$ cat src/rtl/uart_pkg.sv
// -----------------------------------------------------------------------------
// uart_pkg
// Shared definitions for the UART feeder, transmitter and receiver.
//   UART_DATA_W     default byte width
//   feeder_state_t  sender FSM state encoding used by uart_tx_feeder
// -----------------------------------------------------------------------------
package uart_pkg;

    localparam int UART_DATA_W = 8;

    typedef enum logic [1:0] {
        ST_IDLE      = 2'd0,
        ST_START     = 2'd1,
        ST_WAIT_ACK  = 2'd2,
        ST_WAIT_DONE = 2'd3
    } feeder_state_t;

endpackage : uart_pkg

$ cat src/rtl/uart_tx_feeder_if.sv
// -----------------------------------------------------------------------------
// uart_tx_feeder_if
// Start/busy handshake between the feeder (master) and the UART transmitter
// (slave).
//   tx_data   master -> slave  byte presented to the transmitter
//   tx_start  master -> slave  one-cycle start request
//   tx_busy   slave  -> master transmitter busy for the duration of a frame
// -----------------------------------------------------------------------------
interface uart_tx_feeder_if
    import uart_pkg::*;
#(
    parameter int DATA_W = UART_DATA_W
) ();

    logic [DATA_W-1:0] tx_data;
    logic              tx_start;
    logic              tx_busy;

    modport master (output tx_data, output tx_start, input  tx_busy);
    modport slave  (input  tx_data, input  tx_start, output tx_busy);

endinterface : uart_tx_feeder_if

$ cat src/rtl/uart_tx_feeder_btn_debounce.sv
// -----------------------------------------------------------------------------
// btn_debounce
// Turns the raw, asynchronous push-button into a single-cycle push pulse on
// each accepted press (rising edge of the cleaned level). Release yields
// nothing.
// Build option: UART_FEEDER_DEBOUNCE_EN
//   defined   : 2-FF sync -> debounce counter -> registered edge detect
//   undefined : 2-FF sync -> registered edge detect (DEBOUNCE_CYCLES unused)
// Ports:
//   clk, reset  clock / asynchronous active-high reset
//   btn_in      raw button level
//   push        one-cycle pulse per accepted press
// -----------------------------------------------------------------------------
module btn_debounce #(
    parameter int DEBOUNCE_CYCLES = 1_000_000
) (
    input  logic clk,
    input  logic reset,
    input  logic btn_in,
    output logic push
);

    logic [1:0] sync_q, sync_d;
    logic       prev_q, prev_d;
    logic       push_q, push_d;
    logic       edge_src;

    // Guard against a nonsensical configuration; elaborates to nothing.
    if (DEBOUNCE_CYCLES < 1) begin : g_invalid_debounce_cycles
    end

    assign sync_d = {sync_q[0], btn_in};

`ifdef UART_FEEDER_DEBOUNCE_EN
    localparam int CNT_W = (DEBOUNCE_CYCLES > 1) ? $clog2(DEBOUNCE_CYCLES) : 1;

    logic [CNT_W-1:0] cnt_q, cnt_d;
    logic             level_q, level_d;

    // The counter only runs while the synced input disagrees with the
    // accepted level; any agreement (a bounce back) restarts the count.
    always_comb begin
        cnt_d   = cnt_q;
        level_d = level_q;
        if (sync_q[1] == level_q) begin
            cnt_d = '0;
        end else if (cnt_q == CNT_W'(DEBOUNCE_CYCLES - 1)) begin
            level_d = ~level_q;
            cnt_d   = '0;
        end else begin
            cnt_d = cnt_q + 1'b1;
        end
    end

    always_ff @(posedge clk or posedge reset) begin
        if (reset) begin
            cnt_q   <= '0;
            level_q <= 1'b0;
        end else begin
            cnt_q   <= cnt_d;
            level_q <= level_d;
        end
    end

    assign edge_src = level_q;
`else
    assign edge_src = sync_q[1];
`endif

    assign prev_d = edge_src;
    assign push_d = edge_src & ~prev_q;

    always_ff @(posedge clk or posedge reset) begin
        if (reset) begin
            sync_q <= '0;
            prev_q <= 1'b0;
            push_q <= 1'b0;
        end else begin
            sync_q <= sync_d;
            prev_q <= prev_d;
            push_q <= push_d;
        end
    end

    assign push = push_q;

endmodule : btn_debounce

$ cat src/rtl/uart_tx_feeder.sv
// -----------------------------------------------------------------------------
// uart_tx_feeder
// Queues the switch byte on every debounced button press and feeds the queue
// to the UART transmitter one byte at a time over a start/busy handshake.
// Build option: UART_FEEDER_DEBOUNCE_EN (see btn_debounce).
// Ports:
//   clk, reset   clock / asynchronous active-high reset
//   btn_in       raw push-button
//   sw_data      switch byte, captured in the push cycle
//   tx_if        master side of the transmitter handshake
//   fifo_count   current FIFO occupancy
//   full, empty  occupancy flags
//   overflow     sticky: a push was dropped because the FIFO was full
// -----------------------------------------------------------------------------
module uart_tx_feeder
    import uart_pkg::*;
#(
    parameter int DATA_W          = UART_DATA_W,
    parameter int DEPTH           = 4,
    parameter int DEBOUNCE_CYCLES = 1_000_000,
    parameter int ACK_TIMEOUT     = 16
) (
    input  logic                     clk,
    input  logic                     reset,
    input  logic                     btn_in,
    input  logic [DATA_W-1:0]        sw_data,
    uart_tx_feeder_if.master         tx_if,
    output logic [$clog2(DEPTH):0]   fifo_count,
    output logic                     full,
    output logic                     empty,
    output logic                     overflow
);

    localparam int PTR_W = $clog2(DEPTH);
    localparam int CNT_W = PTR_W + 1;
    localparam int TMR_W = (ACK_TIMEOUT > 1) ? $clog2(ACK_TIMEOUT) : 1;

    logic push;

    btn_debounce #(
        .DEBOUNCE_CYCLES (DEBOUNCE_CYCLES)
    ) u_btn_debounce (
        .clk    (clk),
        .reset  (reset),
        .btn_in (btn_in),
        .push   (push)
    );

    // ---------------------------------------------------------------- FIFO
    logic [DATA_W-1:0] fifo_mem [DEPTH];
    logic [PTR_W-1:0]  wr_ptr_q, wr_ptr_d;
    logic [PTR_W-1:0]  rd_ptr_q, rd_ptr_d;
    logic [CNT_W-1:0]  count_q, count_d;
    logic              overflow_q, overflow_d;
    logic              pop, do_push;

    feeder_state_t     state_q, state_d;
    logic              tx_start_q, tx_start_d;
    logic [DATA_W-1:0] tx_data_q, tx_data_d;
    logic [TMR_W-1:0]  timer_q, timer_d;

    assign full  = (count_q == CNT_W'(DEPTH));
    assign empty = (count_q == '0);

    assign pop = (state_q == ST_IDLE) && !empty && !tx_if.tx_busy;
    // A simultaneous pop frees the slot, so a push into a full FIFO is kept.
    assign do_push = push && (!full || pop);

    always_comb begin
        wr_ptr_d   = do_push ? wr_ptr_q + 1'b1 : wr_ptr_q;
        rd_ptr_d   = pop     ? rd_ptr_q + 1'b1 : rd_ptr_q;
        count_d    = count_q + CNT_W'(do_push) - CNT_W'(pop);
        overflow_d = overflow_q | (push && !do_push);
    end

    always_ff @(posedge clk) begin
        if (do_push) begin
            fifo_mem[wr_ptr_q] <= sw_data;
        end
    end

    always_ff @(posedge clk or posedge reset) begin
        if (reset) begin
            wr_ptr_q   <= '0;
            rd_ptr_q   <= '0;
            count_q    <= '0;
            overflow_q <= 1'b0;
        end else begin
            wr_ptr_q   <= wr_ptr_d;
            rd_ptr_q   <= rd_ptr_d;
            count_q    <= count_d;
            overflow_q <= overflow_d;
        end
    end

    // ---------------------------------------------------------- sender FSM
    // tx_start is registered: it is asserted on the IDLE->START transition so
    // that it is high exactly while the FSM sits in START.
    always_comb begin
        state_d    = state_q;
        tx_start_d = 1'b0;
        tx_data_d  = tx_data_q;
        timer_d    = timer_q;
        unique case (state_q)
            ST_IDLE: begin
                if (pop) begin
                    tx_data_d  = fifo_mem[rd_ptr_q];
                    tx_start_d = 1'b1;
                    state_d    = ST_START;
                end
            end
            ST_START: begin
                timer_d = '0;
                state_d = ST_WAIT_ACK;
            end
            ST_WAIT_ACK: begin
                if (tx_if.tx_busy) begin
                    state_d = ST_WAIT_DONE;
                end else if (timer_q == TMR_W'(ACK_TIMEOUT - 1)) begin
                    // Transmitter never acknowledged: drop the byte as sent.
                    state_d = ST_IDLE;
                end else begin
                    timer_d = timer_q + 1'b1;
                end
            end
            ST_WAIT_DONE: begin
                if (!tx_if.tx_busy) begin
                    state_d = ST_IDLE;
                end
            end
            default: state_d = ST_IDLE;
        endcase
    end

    always_ff @(posedge clk or posedge reset) begin
        if (reset) begin
            state_q    <= ST_IDLE;
            tx_start_q <= 1'b0;
            tx_data_q  <= '0;
            timer_q    <= '0;
        end else begin
            state_q    <= state_d;
            tx_start_q <= tx_start_d;
            tx_data_q  <= tx_data_d;
            timer_q    <= timer_d;
        end
    end

    assign tx_if.tx_start = tx_start_q;
    assign tx_if.tx_data  = tx_data_q;
    assign fifo_count     = count_q;
    assign overflow       = overflow_q;

endmodule : uart_tx_feeder

$ cat src/flat_wrapper.sv
// flat-port wrapper written by rule: the top's interface ports become plain ports
module uart_tx_feeder_flat import uart_pkg::*;
#(
    parameter int DATA_W          = UART_DATA_W,
    parameter int DEPTH           = 4,
    parameter int DEBOUNCE_CYCLES = 1_000_000,
    parameter int ACK_TIMEOUT     = 16
)
  (clk, reset, btn_in, sw_data, fifo_count, full, empty, overflow, tx_if_tx_data, tx_if_tx_start, tx_if_tx_busy);
  uart_tx_feeder_if #(.DATA_W(DATA_W)) tx_if_i ();
  input  logic clk;
  input  logic reset;
  input  logic btn_in;
  input  logic [DATA_W-1:0] sw_data;
  output logic [$clog2(DEPTH):0] fifo_count;
  output logic full;
  output logic empty;
  output logic overflow;
  output wire logic [$bits(tx_if_i.tx_data)-1:0] tx_if_tx_data;
  output wire logic [$bits(tx_if_i.tx_start)-1:0] tx_if_tx_start;
  input wire logic [$bits(tx_if_i.tx_busy)-1:0] tx_if_tx_busy;
  assign tx_if_tx_data = tx_if_i.tx_data;
  assign tx_if_tx_start = tx_if_i.tx_start;
  assign tx_if_i.tx_busy = tx_if_tx_busy;
  uart_tx_feeder #(.DATA_W(DATA_W), .DEPTH(DEPTH), .DEBOUNCE_CYCLES(DEBOUNCE_CYCLES), .ACK_TIMEOUT(ACK_TIMEOUT)) u_core (.clk(clk), .reset(reset), .btn_in(btn_in), .sw_data(sw_data), .tx_if(tx_if_i), .fifo_count(fifo_count), .full(full), .empty(empty), .overflow(overflow));
endmodule
$ cat config.mk
export PLATFORM = sky130hd
export DESIGN_NAME = uart_tx_feeder_flat
export DESIGN_NICKNAME = d
export VERILOG_FILES = /design/src/rtl/uart_pkg.sv /design/src/rtl/uart_tx_feeder_if.sv /design/src/rtl/uart_tx_feeder_btn_debounce.sv /design/src/rtl/uart_tx_feeder.sv /design/src/flat_wrapper.sv
export SDC_FILE = /design/constraint.sdc
export NUM_CORES = 1
export LEC_CHECK = 0
export ABC_AREA = 1
export CAP_MARGIN = 20
export CORE_MARGIN = 2
export CORE_UTILIZATION = 50
export CTS_BUF_LIST = sky130_fd_sc_hd__clkbuf_8 sky130_fd_sc_hd__clkbuf_16
export DETAILED_ROUTE_END_ITERATION = 8
export PLACE_DENSITY = 0.79
export SETUP_SLACK_MARGIN = 0.4
export SLEW_MARGIN = 20
export SYNTH_ARGS = -nofsm -noshare
export SYNTH_HDL_FRONTEND = slang
export SYNTH_SLANG_ARGS = --single-unit
$ cat constraint.sdc
create_clock -name clk -period 2 [get_ports clk]
set_input_delay 0.4 -clock clk [delete_from_list [all_inputs] [get_ports clk]]
set_output_delay 0.4 -clock clk [all_outputs]
set_load 0.005 [all_outputs]
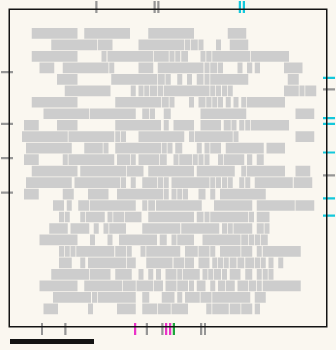
**Above:** ports around the boundary.
Bar = 20 um. Pins as bars across the die edge, other pins in gray.
Key: fifo_count = magenta [pins 3, direction output, edge bottom]; tx_if_tx_data = cyan [pins 8, direction output, edge 6 right, 2 top]; overflow = green [pins 1, direction output, edge bottom]
All pins by edge: 10 bottom, 8 right, 5 top, 4 left.
die width: 74.9 um
IO Port Bufs: 26
chip height: 74.9 um

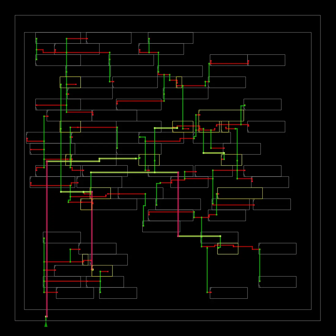
**Above:** clock routing.
clock buffers: 9
Layout Skew: 0.00770 ns
TritonCTS buffer count: 9
Late-Pin Clk Latency: 0.33 ns

==> CHANGELOG.md <==
## Implementation

- Top Layout Cells: nand2_1, nor2_1, edfxtp_1
- Chip footprint: 5610 sq um
- Routed len/inst: roughly 14 um
- Largest Register: u_core.fifo_mem
- Cell taking the most area after synthesis: edfxtp_1
- Nets@finish: between 300 and 400
- Buf/Inv on CP: 3
- Top_reg_cell synth: edfxtp_1
- Signal inverters: 25
- Final instance area: ~3300 sq um
- Post-Place Worst Slack: -0.170 ns
- Top power group: combinational logic
- Placer congestion estimate: between 0.7 and 0.8
- Drt first pass iters: 4
- WL met2: about 2400 um
- Area reported by Yosys stat: ~2500 sq um
- Post-route ant nets: 0
- Core Footprint: roughly 4800 sq um
- Yosys synthesis warning count: 0
- Worst r2r path cells: 9
- Tmin final: 1.76 ns
- DRC: 0
- Clk sinks: between 50 and 60
- Commonest cells in the netlist: nand2_1, nor2_1, edfxtp_1, dfrtp_1, inv_1
- Crit Path Class: register to register
- Hold_ws: around 0.35 ns
- Clock share of power: 0.240
- I/O pin total: 27
- M3 GR Usage: 0.0482
- P_sw: between 1500 and 2000 uW
- Worst hold stages: 0
- Worst relative slew slack: 0.739
- Mapped Area: around 2500 sq um
- Logic share of the area: 0.241
- Final TNS setup: 0 ns
- Number of DRC markers in iteration 0: ~180
- HP Class: register to register
- Root Buffer: clkbuf_8
- Largest net degree at the start of global routing: 28
- Crit Path Max Fanout: 2
- Flip-flop and latch area: between 1500 and 2000 sq um
- Max Fclk: around 0.57 GHz
- Area leader share: 0.382
- Met2 Use GR: 0.277
- Overall routing resource usage: 0.198
- LEAKAGE: roughly 0.0015 uW
- Final Non-Filler Cells: 364
- Post-CTS Setup Bufs: 7
- EDFF count, synth: 32
- Peak supply drop: roughly 670 uV
- Yosys cell types: 24
- DR top layer: met4
- Initial antenna violation count: 0
- Slew Viols, Final: 0
- Ys flops: slightly below 60
- Stages on worst setup path: 9
- Synth async-reset ratio: 0.458
- Adders+Majority by Area: 0.0428
- Post-synthesis simple-gate area fraction: 0.195
- AND-OR/OR-AND share of the synthesized area: 0.0428
- Placed inst area: 2910 sq um
- Top Usage Layer GRT: met1
- Main kind of combinational logic by area: simple AND/OR/NAND/NOR gates
- Final core utilization: 0.684
- CP Capture Type: register
- Status: complete, no violations
- Power share of the sequential group: 0.375
- Clock net power: ~1100 uW
- # Cells Yosys: 237
- Placed insts: 334
- Non-clock buffers: between 40 and 50
- M1 wire length: approximately 2200 um
- NonClk Buf Share: 0.140
- Vias per cell: 4.95
- Seq. pwr: 1790 uW
- Layout cells sized above 1: 0.219
- Pint: roughly 3100 uW
- Clk tree area frac: 0.0635
- CP top delay family: adder cells
- Max reg flops: 32
- Sequential share of cell area: 0.500
- FP Core Util: 0.525
- XOR/XNOR share of the synthesized area: 0.0104
- First-pass GRT wire length: about 8000 um
- Arrival @ worst endpoint: roughly 2.0 ns
- Tool warnings: 32
- MUX area fraction: 0
- H-tree levels: 3
- Grt ovf: 0
- Area growth from synthesis to final layout: 30.1%
- Critical Path Start Type: register
- Cell Pwr Density: ~1500 nW/um^2
- Comb power frac: 0.385
- DRT Wirelength: 4990 um
- Final setup fails: 0
- P_comb: approximately 1800 uW
- Worst path slowest cell: dfrtp_1
- Row cnt: 25
- Fin crit share: 0.881
- Synth top area cells: edfxtp_1, dfrtp_1, nand2_1
- Max Cap Viol: 0
- Detailed placement HPWL: roughly 3100 um
- Max-area cell class: sequential cells
- Switching Fraction: 0.345
- CP required: around 2.2 ns
- Final worst setup slack: 0.239 ns
- Worst-Margin Slew: 0.391 ns
- Clock Tree Buf Depth: 2
- Fillcell total: between 300 and 400
- WL met3: 255 um
- Vias in the first global route: approximately 1700
- Top cell excl fill/tap: nand2_1
- Total Power: approximately 4800 uW
- CTS clk-pin slew, worst paths: approximately 0.07 ns
- Ant. Diodes: 0
- Post_cts resized: 8
- Syn_nets: 257
- CTS tree: built
- Avg Inst Size Synth: approximately 11 sq um
- Final hold vios: 0
- Top-count cell post-synth: nand2_1
- Unrepaired setup endpoints after global routing: yes
- Vias post-DR: roughly 1800
- Area of the multi-input gates: 790 sq um
- # hold bufs at CTS: 0
- Sequential area share after synthesis: 0.651
- Flops: ~59
- Cells along the critical path: inv_2 > nand3_4 > nand2_4 > inv_4 > ha_4 > inv_2 > ha_4 > fa_2 > xnor2_1
- Mi-comb count: about 150
- CP peak stage delay: about 0.4 ns
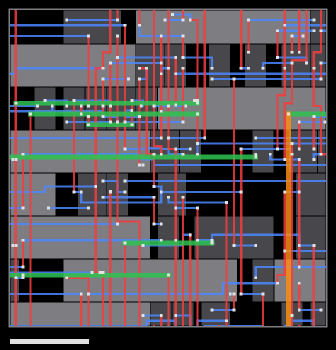
**Above:** zoomed window.
Bar = 5 um. Region (27, 42) to (47, 62) um. Cells in gray, sequential cells in the stronger gray; small squares are vias.
Key: metal 2 = red; metal 1 = blue; metal 4 = orange; metal 3 = green
Most frequent: nor2_1 (11), edfxtp_1 (7), o21ai_1 (6). Sequential cells in the window: 7. 35 logic cells have their middle in the window. Netlist names of flops here include u_core.fifo_mem (7).

-- path summary, 6_finish.rpt --
| kind | startpoint | end | slack (ns) |
|---|---|---|---|
| worst max-delay path | u_core.fifo_count[1] | u_core.fifo_count[2] | 0.24 |
| worst min-delay path | u_core.u_btn_debounce.sync_q[0] | u_core.u_btn_debounce.sync_q[1] | 0.35 |
| min in group asynchronous | reset | u_core.tx_if.tx_data[6] | 0.42 |
| worst max register to register | u_core.fifo_count[1] | u_core.fifo_count[2] | 0.24 |
| max in group asynchronous | reset | u_core.overflow | 1.32 |
| worst min register to register | u_core.u_btn_debounce.sync_q[0] | u_core.u_btn_debounce.sync_q[1] | 0.35 |
Power figures rest on the tool's default switching activity, not on a simulated workload.
